==> images/m1.png <==
Supply wires on this layer in grey.
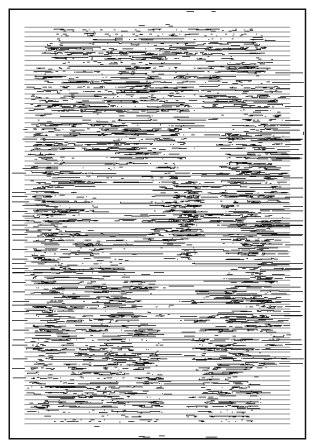
==> images/m2.png <==
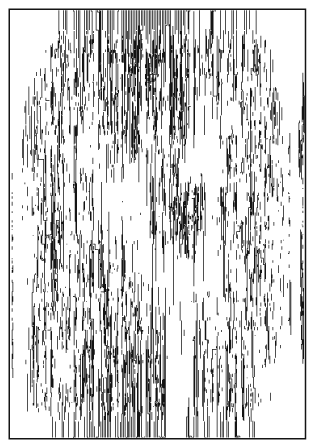
===== src/rtl/wide_alu_sequencer_pkg.sv =====
// Shared exe_cmd codes, status bit indices and the command-map bundle
// used by the 64-bit two-pass sequencer.
package wide_alu_sequencer_pkg;

    typedef logic [3:0] cmd_t;

    localparam cmd_t CMD_NOP = 4'b0000;
    localparam cmd_t CMD_MOV = 4'b0001;
    localparam cmd_t CMD_ADD = 4'b0010;
    localparam cmd_t CMD_ADC = 4'b0011;
    localparam cmd_t CMD_SUB = 4'b0100;
    localparam cmd_t CMD_SBC = 4'b0101;
    localparam cmd_t CMD_AND = 4'b0110;
    localparam cmd_t CMD_ORR = 4'b0111;
    localparam cmd_t CMD_EOR = 4'b1000;
    localparam cmd_t CMD_MVN = 4'b1001;

    localparam int ST_C = 3;
    localparam int ST_N = 2;
    localparam int ST_V = 1;
    localparam int ST_Z = 0;

    typedef struct packed {
        cmd_t alu_cmd;
        logic is_arith;
        logic is_sub;
        logic legal;
    } cmd_map_t;

    function automatic logic uses_carry(cmd_t cmd);
        return (cmd == CMD_ADC) || (cmd == CMD_SBC);
    endfunction

endpackage


===== src/rtl/wide_alu_sequencer_if.sv =====
// Request, response and ALU-drive bundle of the 64-bit sequencer.
// slave is the sequencer side, master the requester/ALU side.
interface wide_alu_sequencer_if #(
    parameter int W     = 32,
    parameter int CMD_W = 4
);
    logic             req_valid;
    logic             req_ready;
    logic [CMD_W-1:0] req_cmd;
    logic [2*W-1:0]   req_a;
    logic [2*W-1:0]   req_b;
    logic             req_c;
    logic [W-1:0]     alu_val_1;
    logic [W-1:0]     alu_val_2;
    logic             alu_c_in;
    logic [CMD_W-1:0] alu_exe_cmd;
    logic [W-1:0]     alu_result;
    logic [3:0]       alu_status;
    logic             rsp_valid;
    logic             rsp_ready;
    logic [2*W-1:0]   rsp_result;
    logic [3:0]       rsp_status;
    logic             rsp_illegal;

    modport slave (
        input  req_valid, req_cmd, req_a, req_b, req_c,
        output req_ready,
        output alu_val_1, alu_val_2, alu_c_in, alu_exe_cmd,
        input  alu_result, alu_status,
        output rsp_valid, rsp_result, rsp_status, rsp_illegal,
        input  rsp_ready
    );

    modport master (
        output req_valid, req_cmd, req_a, req_b, req_c,
        input  req_ready,
        input  alu_val_1, alu_val_2, alu_c_in, alu_exe_cmd,
        output alu_result, alu_status,
        input  rsp_valid, rsp_result, rsp_status, rsp_illegal,
        output rsp_ready
    );
endinterface


===== src/rtl/wide_alu_sequencer_cmd_map.sv =====
// Maps a 64-bit op and pass (LO/HI) onto the 32-bit ALU command;
// the HI pass of ADD/SUB becomes the carry-chained ADC/SBC.
module wide_cmd_map
    import wide_alu_sequencer_pkg::*;
(
    input  cmd_t     cmd,
    input  logic     hi,
    output cmd_map_t map
);
    always_comb begin
        map = '0;
        unique case (1'b1)
            (cmd == CMD_ADD), (cmd == CMD_ADC): begin
                map.alu_cmd  = hi ? CMD_ADC : cmd;
                map.is_arith = 1'b1;
                map.legal    = 1'b1;
            end
            (cmd == CMD_SUB), (cmd == CMD_SBC): begin
                map.alu_cmd  = hi ? CMD_SBC : cmd;
                map.is_arith = 1'b1;
                map.is_sub   = 1'b1;
                map.legal    = 1'b1;
            end
            (cmd == CMD_MOV), (cmd == CMD_AND), (cmd == CMD_ORR),
            (cmd == CMD_EOR), (cmd == CMD_MVN): begin
                map.alu_cmd = cmd;
                map.legal   = 1'b1;
            end
            default: map = '0;
        endcase
    end
endmodule


===== src/rtl/wide_alu_sequencer.sv =====
// Two-pass 64-bit op sequencer over the shared 32-bit EXE ALU:
// LO pass on low words, HI pass chains the carry, then a held response.
module wide_alu_sequencer
    import wide_alu_sequencer_pkg::*;
#(
    parameter int W     = 32,
    parameter int CMD_W = 4
) (
    input logic                 clk,
    input logic                 rst,
    wide_alu_sequencer_if.slave bus
);
    typedef enum logic [1:0] {
        IDLE = 2'd0,
        LO   = 2'd1,
        HI   = 2'd2,
        RESP = 2'd3
    } state_t;

    state_t           state;
    logic [CMD_W-1:0] cmd_q;
    logic [2*W-1:0]   a_q;
    logic [2*W-1:0]   b_q;
    logic             c_q;
    logic [W-1:0]     lo_res;
    logic             lo_c;
    logic             lo_z;
    logic             rsp_valid;
    logic [2*W-1:0]   rsp_result;
    logic [3:0]       rsp_status;
    logic             rsp_illegal;

    cmd_t     map_cmd;
    cmd_map_t map;

    assign map_cmd = (state == IDLE) ? bus.req_cmd : cmd_q;

    wide_cmd_map u_map (
        .cmd (map_cmd),
        .hi  (state == HI),
        .map (map)
    );

    assign bus.req_ready   = (state == IDLE);
    assign bus.rsp_valid   = rsp_valid;
    assign bus.rsp_result  = rsp_result;
    assign bus.rsp_status  = rsp_status;
    assign bus.rsp_illegal = rsp_illegal;

    always_comb begin
        bus.alu_val_1   = '0;
        bus.alu_val_2   = '0;
        bus.alu_c_in    = 1'b0;
        bus.alu_exe_cmd = '0;
        unique case (state)
            LO: begin
                bus.alu_val_1   = a_q[W-1:0];
                bus.alu_val_2   = b_q[W-1:0];
                bus.alu_c_in    = uses_carry(cmd_q) & c_q;
                bus.alu_exe_cmd = map.alu_cmd;
            end
            HI: begin
                bus.alu_val_1   = a_q[2*W-1:W];
                bus.alu_val_2   = b_q[2*W-1:W];
                // ALU C after subtract is a borrow; SBC wants 1 = no borrow
                bus.alu_c_in    = map.is_arith & (map.is_sub ? ~lo_c : lo_c);
                bus.alu_exe_cmd = map.alu_cmd;
            end
            default: ;
        endcase
    end

    always_ff @(posedge clk) begin
        if (!rst) begin
            state       <= IDLE;
            cmd_q       <= '0;
            a_q         <= '0;
            b_q         <= '0;
            c_q         <= 1'b0;
            lo_res      <= '0;
            lo_c        <= 1'b0;
            lo_z        <= 1'b0;
            rsp_valid   <= 1'b0;
            rsp_result  <= '0;
            rsp_status  <= '0;
            rsp_illegal <= 1'b0;
        end else begin
            unique case (state)
                IDLE: if (bus.req_valid) begin
                    cmd_q <= bus.req_cmd;
                    a_q   <= bus.req_a;
                    b_q   <= bus.req_b;
                    c_q   <= bus.req_c;
                    if (map.legal) begin
                        state <= LO;
                    end else begin
                        state       <= RESP;
                        rsp_valid   <= 1'b1;
                        rsp_result  <= '0;
                        rsp_status  <= '0;
                        rsp_illegal <= 1'b1;
                    end
                end
                LO: begin
                    lo_res <= bus.alu_result;
                    lo_c   <= bus.alu_status[ST_C];
                    lo_z   <= bus.alu_status[ST_Z];
                    state  <= HI;
                end
                HI: begin
                    rsp_result  <= {bus.alu_result, lo_res};
                    rsp_status  <= {map.is_arith & bus.alu_status[ST_C],
                                    bus.alu_status[ST_N],
                                    map.is_arith & bus.alu_status[ST_V],
                                    lo_z & bus.alu_status[ST_Z]};
                    rsp_illegal <= 1'b0;
                    rsp_valid   <= 1'b1;
                    state       <= RESP;
                end
                RESP: if (bus.rsp_ready) begin
                    rsp_valid <= 1'b0;
                    state     <= IDLE;
                end
                default: state <= IDLE;
            endcase
        end
    end
endmodule


===== src/flat_wrapper.sv =====
// flat-port wrapper written by rule: the top's interface ports become plain ports
module wide_alu_sequencer_flat import wide_alu_sequencer_pkg::*;
#(
    parameter int W     = 32,
    parameter int CMD_W = 4
)
  (clk, rst, bus_req_valid, bus_req_cmd, bus_req_a, bus_req_b, bus_req_c, bus_req_ready, bus_alu_val_1, bus_alu_val_2, bus_alu_c_in, bus_alu_exe_cmd, bus_alu_result, bus_alu_status, bus_rsp_valid, bus_rsp_result, bus_rsp_status, bus_rsp_illegal, bus_rsp_ready);
  wide_alu_sequencer_if #(.W(W), .CMD_W(CMD_W)) bus_i ();
  input logic clk;
  input logic rst;
  input wire logic [$bits(bus_i.req_valid)-1:0] bus_req_valid;
  input wire logic [$bits(bus_i.req_cmd)-1:0] bus_req_cmd;
  input wire logic [$bits(bus_i.req_a)-1:0] bus_req_a;
  input wire logic [$bits(bus_i.req_b)-1:0] bus_req_b;
  input wire logic [$bits(bus_i.req_c)-1:0] bus_req_c;
  output wire logic [$bits(bus_i.req_ready)-1:0] bus_req_ready;
  output wire logic [$bits(bus_i.alu_val_1)-1:0] bus_alu_val_1;
  output wire logic [$bits(bus_i.alu_val_2)-1:0] bus_alu_val_2;
  output wire logic [$bits(bus_i.alu_c_in)-1:0] bus_alu_c_in;
  output wire logic [$bits(bus_i.alu_exe_cmd)-1:0] bus_alu_exe_cmd;
  input wire logic [$bits(bus_i.alu_result)-1:0] bus_alu_result;
  input wire logic [$bits(bus_i.alu_status)-1:0] bus_alu_status;
  output wire logic [$bits(bus_i.rsp_valid)-1:0] bus_rsp_valid;
  output wire logic [$bits(bus_i.rsp_result)-1:0] bus_rsp_result;
  output wire logic [$bits(bus_i.rsp_status)-1:0] bus_rsp_status;
  output wire logic [$bits(bus_i.rsp_illegal)-1:0] bus_rsp_illegal;
  input wire logic [$bits(bus_i.rsp_ready)-1:0] bus_rsp_ready;
  assign bus_i.req_valid = bus_req_valid;
  assign bus_i.req_cmd = bus_req_cmd;
  assign bus_i.req_a = bus_req_a;
  assign bus_i.req_b = bus_req_b;
  assign bus_i.req_c = bus_req_c;
  assign bus_req_ready = bus_i.req_ready;
  assign bus_alu_val_1 = bus_i.alu_val_1;
  assign bus_alu_val_2 = bus_i.alu_val_2;
  assign bus_alu_c_in = bus_i.alu_c_in;
  assign bus_alu_exe_cmd = bus_i.alu_exe_cmd;
  assign bus_i.alu_result = bus_alu_result;
  assign bus_i.alu_status = bus_alu_status;
  assign bus_rsp_valid = bus_i.rsp_valid;
  assign bus_rsp_result = bus_i.rsp_result;
  assign bus_rsp_status = bus_i.rsp_status;
  assign bus_rsp_illegal = bus_i.rsp_illegal;
  assign bus_i.rsp_ready = bus_rsp_ready;
  wide_alu_sequencer #(.W(W), .CMD_W(CMD_W)) u_core (.clk(clk), .rst(rst), .bus(bus_i));
endmodule

===== config.mk =====
export PLATFORM = sky130hd
export DESIGN_NAME = wide_alu_sequencer_flat
export DESIGN_NICKNAME = d
export VERILOG_FILES = /design/src/rtl/wide_alu_sequencer_pkg.sv /design/src/rtl/wide_alu_sequencer_if.sv /design/src/rtl/wide_alu_sequencer_cmd_map.sv /design/src/rtl/wide_alu_sequencer.sv /design/src/flat_wrapper.sv
export SDC_FILE = /design/constraint.sdc
export NUM_CORES = 1
export LEC_CHECK = 0
export CAP_MARGIN = 15
export CORE_ASPECT_RATIO = 1.5
export CORE_MARGIN = 8
export CORE_UTILIZATION = 30
export CTS_CLUSTER_SIZE = 10
export DETAILED_ROUTE_END_ITERATION = 10
export PLACE_DENSITY_LB_ADDON = 0.12
export SKIP_CTS_REPAIR_TIMING = 1
export SLEW_MARGIN = 15
export SYNTH_ARGS = -nofsm -noshare
export SYNTH_HDL_FRONTEND = slang
export SYNTH_SLANG_ARGS = --single-unit

===== constraint.sdc =====
create_clock -name clk -period 2 [get_ports clk]
set_input_delay 0.4 -clock clk [delete_from_list [all_inputs] [get_ports clk]]
set_output_delay 0.4 -clock clk [all_outputs]
set_load 0.05 [all_outputs]

==> results.py <==
# Flow results
metrics = {
    "synth": {
        "syn_area_per_cell_um2": 8.58,
        "yosysSeqAreaShare_pct": 46.2,
        "synth_area_mm2": 0.0104,
        "syn_inst": 1208,
        "largest_area_cell": "dfxtp_1",
    },
    "grt": {
        "busiest_layer": "met2",
    },
    "worst_setup_path": {
        "crit_slowest_cell": "dfxtp_2",
        "end_kind": "output port",
        "r2r_cells": 9,
        "crit_family": "AND-OR/OR-AND gates",
        "startpoint_type": "register",
        "path_buffers": 2,
        "crit_path_cell_trace": "inv_4, ha_4, mux2i_4, and2_4, o211ai_1, a21boi_4, buf_12",
    },
    "place": {
        "gp_congestion": 0.777,
        "pre_cts_ws_ns": -0.251,
    },
    "run": {
        "tool_warnings": 31,
        "drv_cap": 0,
    },
    "final_layout": {
        "buffer_area_share_pct": 30.5,
        "fillers": 3128,
        "comb_share_pct": 34.5,
        "final_common_cell": "nand2_1",
    },
    "power_and_ir_drop": {
        "p_clk_mw": 4.60,
        "swShare_pct": 36.4,
        "largestPowerGroup": "combinational logic",
        "comb_power_mw": 11.7,
        "powerDensity_mw_per_mm2": 1270,
        "p_total_mw": 22.2,
    },
    "final_timing": {
        "setup_ws_ns": -0.519,
        "fmax_mhz": 397,
        "setup_violations": 112,
    },
    "drt": {
        "met2WireLength_um": 19100,
        "avgRoutedWirePerCell_um": 18.9,
        "wl_met1_um": 14600,
    },
    "outcome": {
        "status": "finished, violations left",
        "violations": "setup timing",
    },
    "clock_tree": {
        "ctsHtreeMaxLevel": 1,
    },
}
About m1.png:
share of all routed wire: 39%
wire length on this layer: 14600 um
Global Route met1 Usage: 18.0%
DR vias: 9492
Routed WL: 37300 um

About m2.png:
longest straight run: 85.0 um
wire length on this layer: 19100 um
global routing usage on met2: 28.3%

